--- config.mk ---
export PLATFORM = sky130hd
export DESIGN_NAME = alu_ctrl_decode
export DESIGN_NICKNAME = d
export VERILOG_FILES = /design/src/rtl/alu_ctrl_decode.sv
export SDC_FILE = /design/constraint.sdc
export NUM_CORES = 1
export LEC_CHECK = 0
export CAP_MARGIN = 40
export CELL_PAD_IN_SITES_DETAIL_PLACEMENT = 2
export CELL_PAD_IN_SITES_GLOBAL_PLACEMENT = 2
export CORE_UTILIZATION = 19
export CTS_BUF_LIST = sky130_fd_sc_hd__clkbuf_8 sky130_fd_sc_hd__clkbuf_16
export CTS_CLUSTER_DIAMETER = 50
export CTS_CLUSTER_SIZE = 20
export DETAILED_ROUTE_END_ITERATION = 16
export GPL_ROUTABILITY_DRIVEN = 0
export PLACE_DENSITY_LB_ADDON = 0.1
export SYNTH_ARGS = -nofsm -noshare
export SYNTH_HDL_FRONTEND = slang
export SYNTH_SLANG_ARGS = --single-unit
--- constraint.sdc ---
create_clock -name clk -period 4.16 [get_ports clk]
set_clock_uncertainty 0.2 [all_clocks]
set_input_delay 0.832 -clock clk [delete_from_list [all_inputs] [get_ports clk]]
set_output_delay 0.832 -clock clk [all_outputs]
set_load 0.01 [all_outputs]
--- src/rtl/alu_ctrl_decode.sv ---
// -----------------------------------------------------------------------------
// alu_ctrl_decode
//   ID-stage instruction decoder plus the ID/EX control register of the
//   pipelined MIPS core. This block produces the ALU control word, the
//   immediate operand and the writeback controls, and registers all of them
//   at the ID/EX boundary. The register can hold its contents (stall) and can
//   be replaced with a bubble (flush).
//
//   Optional feature macro: DECODE_IMM_EN
//     defined   -> I-type ALU instructions are decoded
//                  (addi, addiu, slti, andi, ori, xori, lui)
//     undefined -> every nonzero opcode is illegal; imm32 and alu_src_imm
//                  stay 0
//
// Ports
//   clk          core clock; all state updates on the rising edge
//   rst          synchronous, active-high reset
//   in_valid     instr holds a valid IF/ID instruction
//   instr        32-bit instruction word
//   stall        hold the ID/EX contents
//   flush        replace the ID/EX contents with a bubble
//   ex_valid     ID/EX slot holds an instruction
//   const_amt    constant shift amount (shamt, or 16 for lui)
//   amt_sel      0 = const_amt, 1 = x[4:0]
//   shift_func   0 none, 1 sll, 2 srl, 3 sra
//   logic_func   0 and, 1 or, 2 xor, 3 nor
//   add_sub      1 = subtract
//   final_func   0 shifter, 1 slt, 2 adder, 3 logic
//   alu_src_imm  1 = ALU y operand is imm32
//   imm32        extended immediate
//   ovf_chk      trap on ALU overflow (add, sub, addi)
//   reg_write    write the result to dest_reg
//   dest_reg     rd for R-type, rt for I-type
//   illegal      unsupported encoding
// -----------------------------------------------------------------------------
module alu_ctrl_decode #(
  parameter int DATA_W = 32,
  parameter int REG_AW = 5
) (
  input  logic              clk,
  input  logic              rst,
  input  logic              in_valid,
  input  logic [31:0]       instr,
  input  logic              stall,
  input  logic              flush,
  output logic              ex_valid,
  output logic [4:0]        const_amt,
  output logic [1:0]        amt_sel,
  output logic [1:0]        shift_func,
  output logic [1:0]        logic_func,
  output logic              add_sub,
  output logic [1:0]        final_func,
  output logic              alu_src_imm,
  output logic [DATA_W-1:0] imm32,
  output logic              ovf_chk,
  output logic              reg_write,
  output logic [REG_AW-1:0] dest_reg,
  output logic              illegal
);

  localparam logic [1:0] FF_SHIFT = 2'd0;
  localparam logic [1:0] FF_SLT   = 2'd1;
  localparam logic [1:0] FF_ADD   = 2'd2;
  localparam logic [1:0] FF_LOGIC = 2'd3;

  typedef struct packed {
    logic              ex_valid;
    logic [4:0]        const_amt;
    logic [1:0]        amt_sel;
    logic [1:0]        shift_func;
    logic [1:0]        logic_func;
    logic              add_sub;
    logic [1:0]        final_func;
    logic              alu_src_imm;
    logic [DATA_W-1:0] imm32;
    logic              ovf_chk;
    logic              reg_write;
    logic [REG_AW-1:0] dest_reg;
    logic              illegal;
  } ctrl_t;

  // A bubble is all zero except final_func, which idles on the adder.
  function automatic ctrl_t bubble();
    ctrl_t c;
    c            = '0;
    c.final_func = FF_ADD;
    return c;
  endfunction

  logic [5:0]        w_opcode;
  logic [5:0]        w_funct;
  logic [REG_AW-1:0] w_rt;
  logic [REG_AW-1:0] w_rd;
  logic [4:0]        w_shamt;
  logic              w_illegal;
  ctrl_t             w_dec;
  ctrl_t             r_ctrl;

  assign w_opcode = instr[31:26];
  assign w_funct  = instr[5:0];
  assign w_rt     = instr[20:16];
  assign w_rd     = instr[15:11];
  assign w_shamt  = instr[10:6];

  always_comb begin
    // NOTE: every field gets a default before the case statements so no
    // path through this block leaves a value unassigned (no latches).
    w_dec     = bubble();
    w_illegal = 1'b0;
    if (in_valid) begin
      w_dec.ex_valid = 1'b1;
      if (w_opcode == 6'h00) begin
        w_dec.dest_reg = w_rd;
        unique case (w_funct)
          6'h00, 6'h02, 6'h03, 6'h04, 6'h06, 6'h07: begin
            w_dec.final_func = FF_SHIFT;
            // funct[1:0] is 0/2/3 for sll/srl/sra; map 0 -> sll code 1.
            w_dec.shift_func = (w_funct[1:0] == 2'd0) ? 2'd1 : w_funct[1:0];
            w_dec.amt_sel    = {1'b0, w_funct[2]};
            w_dec.const_amt  = w_funct[2] ? 5'd0 : w_shamt;
          end
          6'h20, 6'h21, 6'h22, 6'h23: begin
            w_dec.final_func = FF_ADD;
            w_dec.add_sub    = w_funct[1];
            w_dec.ovf_chk    = ~w_funct[0];
          end
          6'h24, 6'h25, 6'h26, 6'h27: begin
            w_dec.final_func = FF_LOGIC;
            w_dec.logic_func = w_funct[1:0];
          end
          6'h2A: begin
            w_dec.final_func = FF_SLT;
            w_dec.add_sub    = 1'b1;
          end
          default: w_illegal = 1'b1;
        endcase
      end
`ifdef DECODE_IMM_EN
      else begin
        w_dec.dest_reg    = w_rt;
        w_dec.alu_src_imm = 1'b1;
        unique case (w_opcode)
          6'h08, 6'h09: begin
            w_dec.final_func = FF_ADD;
            w_dec.imm32      = {{(DATA_W-16){instr[15]}}, instr[15:0]};
            w_dec.ovf_chk    = ~w_opcode[0];
          end
          6'h0A: begin
            w_dec.final_func = FF_SLT;
            w_dec.add_sub    = 1'b1;
            w_dec.imm32      = {{(DATA_W-16){instr[15]}}, instr[15:0]};
          end
          6'h0C, 6'h0D, 6'h0E: begin
            w_dec.final_func = FF_LOGIC;
            w_dec.logic_func = w_opcode[1:0];
            w_dec.imm32      = {{(DATA_W-16){1'b0}}, instr[15:0]};
          end
          6'h0F: begin
            // lui reuses the shifter: zero-extended imm16 shifted left by 16.
            w_dec.final_func = FF_SHIFT;
            w_dec.shift_func = 2'd1;
            w_dec.const_amt  = 5'd16;
            w_dec.imm32      = {{(DATA_W-16){1'b0}}, instr[15:0]};
          end
          default: w_illegal = 1'b1;
        endcase
      end
`else
      else begin
        w_illegal = 1'b1;
      end
`endif
      if (w_illegal) begin
        w_dec          = bubble();
        w_dec.ex_valid = 1'b1;
        w_dec.illegal  = 1'b1;
      end
      // Computed before the register so reg_write is a clean flop output.
      w_dec.reg_write = ~w_dec.illegal & (w_dec.dest_reg != '0);
    end
  end

  always_ff @(posedge clk) begin
    // NOTE: state is written with non-blocking assignments so every flop
    // samples pre-edge values, independent of block ordering.
    if (rst) begin
      r_ctrl <= bubble();
    end else if (flush) begin
      r_ctrl <= bubble();
    end else if (!stall) begin
      r_ctrl <= w_dec;
    end
  end

  assign ex_valid    = r_ctrl.ex_valid;
  assign const_amt   = r_ctrl.const_amt;
  assign amt_sel     = r_ctrl.amt_sel;
  assign shift_func  = r_ctrl.shift_func;
  assign logic_func  = r_ctrl.logic_func;
  assign add_sub     = r_ctrl.add_sub;
  assign final_func  = r_ctrl.final_func;
  assign alu_src_imm = r_ctrl.alu_src_imm;
  assign imm32       = r_ctrl.imm32;
  assign ovf_chk     = r_ctrl.ovf_chk;
  assign reg_write   = r_ctrl.reg_write;
  assign dest_reg    = r_ctrl.dest_reg;
  assign illegal     = r_ctrl.illegal;

endmodule
==> Implementation_results.wiki <==
== Run summary ==
{| class="wikitable"
! Metric !! Value
|-
| Mean routed wirelength per cell || about 13 microns
|-
| Area growth syn-to-layout || 42.4%
|-
| Result of the run || complete, no violations
|-
| Post CTS Setup Buffer Count || 0
|-
| Met1 Use GR || 12.0%
|-
| Maximum frequency from static timing analysis || slightly above 400 MHz
|-
| Highest routed metal layer || met4
|-
| Cell Area, Placed || about 0.0016 sq mm
|-
| Total Nets Final || 201
|-
| Type of element launching the critical path || primary input
|-
| Floorplan core density || approximately 20%
|-
| Critical Path Sink Type || register
|-
| Post-synth seq share || a little under two fifths
|-
| Number of port buffers || approximately 48
|-
| Path type of the worst setup path || in -> reg
|-
| Antenna cell count || 0
|-
| Total buffers and inverters traversed by the critical path || 1
|-
| Mux share of post-synthesis cell area || under 10%
|-
| Via count of the first global-routing pass || 914
|-
| Worst EP arrival || 2450 ps
|-
| Horizontal die dimension || 80.9 microns
|-
| DP Wirelength || 2510 microns
|-
| Register bit total from synthesis || 22
|-
| Most common logic cells in the final layout || sky130_fd_sc_hd__clkdlybuf4s50_1, sky130_fd_sc_hd__conb_1, sky130_fd_sc_hd__dfxtp_1, sky130_fd_sc_hd__a22o_1, sky130_fd_sc_hd__nand2_1
|-
| Design Power || 481 uW
|-
| Number of slew-limit violations in the final report || 0
|-
| Floorplan row count || 28
|-
| Met3 capacity usage during global routing || 1.57%
|-
| Met2 track utilization from global routing || 16.7%
|-
| Adders+Majority by Area || 0%
|-
| Main combinational cell family by area after synthesis || buffers and inverters
|-
| Gate family responsible for the most delay along the worst path || simple AND/OR/NAND/NOR gates
|-
| Leak Pwr || about 0.00064 uW
|-
| Amount of wire on met2 after detailed routing || 1600 microns
|-
| Standard cell core area || 0.00596 sq mm
|-
| Most used routing layer || met2
|-
| Xor+xnor area frac || 0%
|-
| Number of standard cells reported by yosys || 115
|-
| Sum of negative setup slack || 0 ps
|-
| Cell-by-cell listing of the critical path || clkdlybuf4s50_1, nor4b_4, nand4_1, nor3b_2, a22o_1
|-
| Resized Gates After CTS || 0
|-
| Post-cts hold-fix buffer tally || 0
|-
| Ratio of final minimum period to clock period || 58.6%
|-
| Standard cell with the maximum stage delay on the critical path || sky130_fd_sc_hd__clkdlybuf4s50_1
|-
| Total Wirelength || roughly 3200 microns
|-
| Total vias in the final route || 932
|-
| Tally of unique sky130hd cells used after synthesis || 33
|-
| Utilization after layout || 28.3%
|-
| Crit path max fanout || 3
|-
| Number of nets still failing antenna checks after routing || 0
|-
| Vertical extent of the die || just over 80 microns
|-
| Clock Tree Buf Depth || 2
|-
| Drt via density || between 3 and 4
|-
| Final hold violation count || 0
|-
| Synth warn || 0
|-
| Clock tree from TritonCTS || done
|-
| Biggest cell delay along the critical path || 510 ps
|-
| Post-synthesis share of cell area spent on and, or, nand and nor gates || 21.1%
|-
| Post-route design area || 0.00168 sq mm
|-
| Wire length on met1 || ~1400 microns
|-
| Mapped cell area || 0.00118 sq mm
|-
| Chip area || 0.00654 sq mm
|-
| Required time of the worst setup path || 4180 ps
|-
| Unrepaired setup endpoints after global routing || no
|-
| Number of primary I/O pins || 93
|-
| Largest net degree at the start of global routing || 22
|-
| Mapped Cells || 115
|-
| Depth of the CTS H-tree || 1
|-
| Fraction of final layout cells with drive strength greater than 1 || under 10%
|-
| Highest-count logic cell in the final layout || sky130_fd_sc_hd__clkdlybuf4s50_1
|-
| Power density over cell area || 286 mW/mm^2
|-
| Number of antenna violations at the first check in global routing || 0
|-
| AND-OR/OR-AND Cells, Area Fraction || 16.0%
|-
| Max-cap viol count || 0
|-
| All-layer global routing usage || 9.83%
|-
| Global-route wire length before repair || 4760 microns
|-
| Iteration tally of the first detailed-router pass || 4
|-
| Starting DRC count in detailed routing || 8
|-
| Tool warning count || 36
|-
| Area of the synthesized netlist per yosys stat || 0.00118 sq mm
|-
| Overflow left after global routing || 0
|-
| Final critical-path required period || 2440 ps
|-
| Clock transition at the registers of the reported paths || 90 ps
|-
| Post-synthesis area per instance || 10.3 sq um
|-
| Maximum resistive drop on vdd || 0.105 mV
|-
| Routed wl met3 || roughly 200 microns
|-
| Final routed DRC violation total || 0
|-
| Worst hold path type || reg -> reg
|-
| Final-report setup violation count || 0
|-
| CTS Root Buffer Type || sky130_fd_sc_hd__clkbuf_8
|}
-- layout make-up --
type	count	area, sq um
clock buffers	3	41.3
multi-input cells	88	591
flip-flops and latches	22	440
fillers	677	4270
clock inverters	1	30.0
repair buffers	49	488
well taps	75	93.8
-- synthesized netlist by cell type --
library cell | number | area share, %
sky130_fd_sc_hd__buf_4 | 34 | 22
sky130_fd_sc_hd__dfxtp_1 | 22 | 37
sky130_fd_sc_hd__a22o_1 | 17 | 13
sky130_fd_sc_hd__nand2_1 | 5 | 1.6
sky130_fd_sc_hd__nor2b_1 | 4 | 2.1
sky130_fd_sc_hd__a21oi_1 | 2 | 0.85
sky130_fd_sc_hd__buf_2 | 2 | 0.85
sky130_fd_sc_hd__mux2i_1 | 2 | 1.7
sky130_fd_sc_hd__nor2_1 | 2 | 0.64
sky130_fd_sc_hd__nor3_1 | 2 | 0.85
sky130_fd_sc_hd__a32o_1 | 1 | 0.85
sky130_fd_sc_hd__and4b_1 | 1 | 0.85
sky130_fd_sc_hd__buf_6 | 1 | 0.95
sky130_fd_sc_hd__clkbuf_1 | 1 | 0.32
sky130_fd_sc_hd__conb_1 | 1 | 0.32
sky130_fd_sc_hd__nand2b_1 | 1 | 0.53
sky130_fd_sc_hd__nand3_1 | 1 | 0.42
sky130_fd_sc_hd__nand3_4 | 1 | 1.5
sky130_fd_sc_hd__nand4_1 | 1 | 0.53
sky130_fd_sc_hd__nand4b_1 | 1 | 0.74
sky130_fd_sc_hd__nand4bb_1 | 1 | 0.95
sky130_fd_sc_hd__nor2b_4 | 1 | 1.2
sky130_fd_sc_hd__nor3_2 | 1 | 0.85
sky130_fd_sc_hd__nor3_4 | 1 | 1.4
sky130_fd_sc_hd__nor3b_1 | 1 | 0.64
sky130_fd_sc_hd__nor3b_2 | 1 | 1.1
sky130_fd_sc_hd__nor4_4 | 1 | 1.8
sky130_fd_sc_hd__nor4b_4 | 1 | 2.0
sky130_fd_sc_hd__o211ai_1 | 1 | 0.64
sky130_fd_sc_hd__o21ai_0 | 1 | 0.42
sky130_fd_sc_hd__o31ai_1 | 1 | 0.64
sky130_fd_sc_hd__or3_1 | 1 | 0.53
sky130_fd_sc_hd__or3_4 | 1 | 0.95
-- report_power, final --
part	internal [uW]	switching, uW	leakage [uW]	total (uW)
sequential	211	0.350	0.000177	211
clock	129	75.7	0.0000357	204
combinational	30.6	35.2	0.000430	65.8
total	370	111	0.000643	481
-- logic make-up after synthesis --
kind of cell,count (synthesis)
buffers and inverters,38
AND/OR/NAND/NOR,29
other,1
multiplexers,2
AND-OR/OR-AND,23
flip-flops,22
-- final timing paths --
check             cells past startpoint  slack [ps]             to           from
setup / recovery                      5        1720  logic_func[1]          stall
hold / removal                        2         270  shift_func[0]  shift_func[0]
setup reg to reg                      1        3320  logic_func[1]  logic_func[1]
hold reg to reg                       2         270  shift_func[0]  shift_func[0]
-- per-stage QoR --
step	hold slack (ps)	std cells	worst slack, ps
2_1_floorplan	282	148	2150
3_3_place_gp	253	234	1510
3_5_place_dp	258	234	1420
4_1_cts	279	238	1710
5_1_grt	291	238	1660
6_report	269	238	1720
==> images/route_heat.png <==
Scale: 4 px per micron. The die is cut into 16 by 16 equal tiles; dark purple is low, yellow is high, scaled to the fullest tile. Values are wire area over tile area, all layers added.
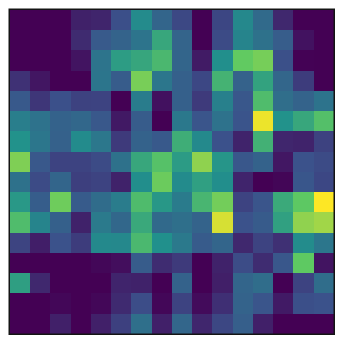
densest ninth of the die: center
emptiest ninth of the die: lower left
fullest tile: 0.27
mean over tiles: 0.077
nearly empty tiles: 18%
tiles over half the peak: 17%

==> images/clock_nets.png <==
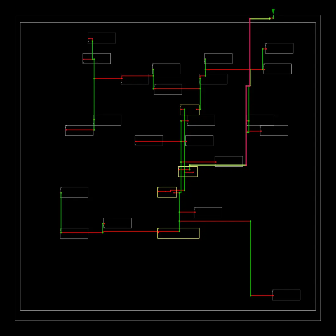
clk ins delay skew pair: 260 ps
Power Clock: 204 uW
tally of clock buffers in the finished layout: 3
clock buffer count from CTS: 3
TritonCTS sink count: 22

No activity file was given, so power comes from the tool's default toggle rates.
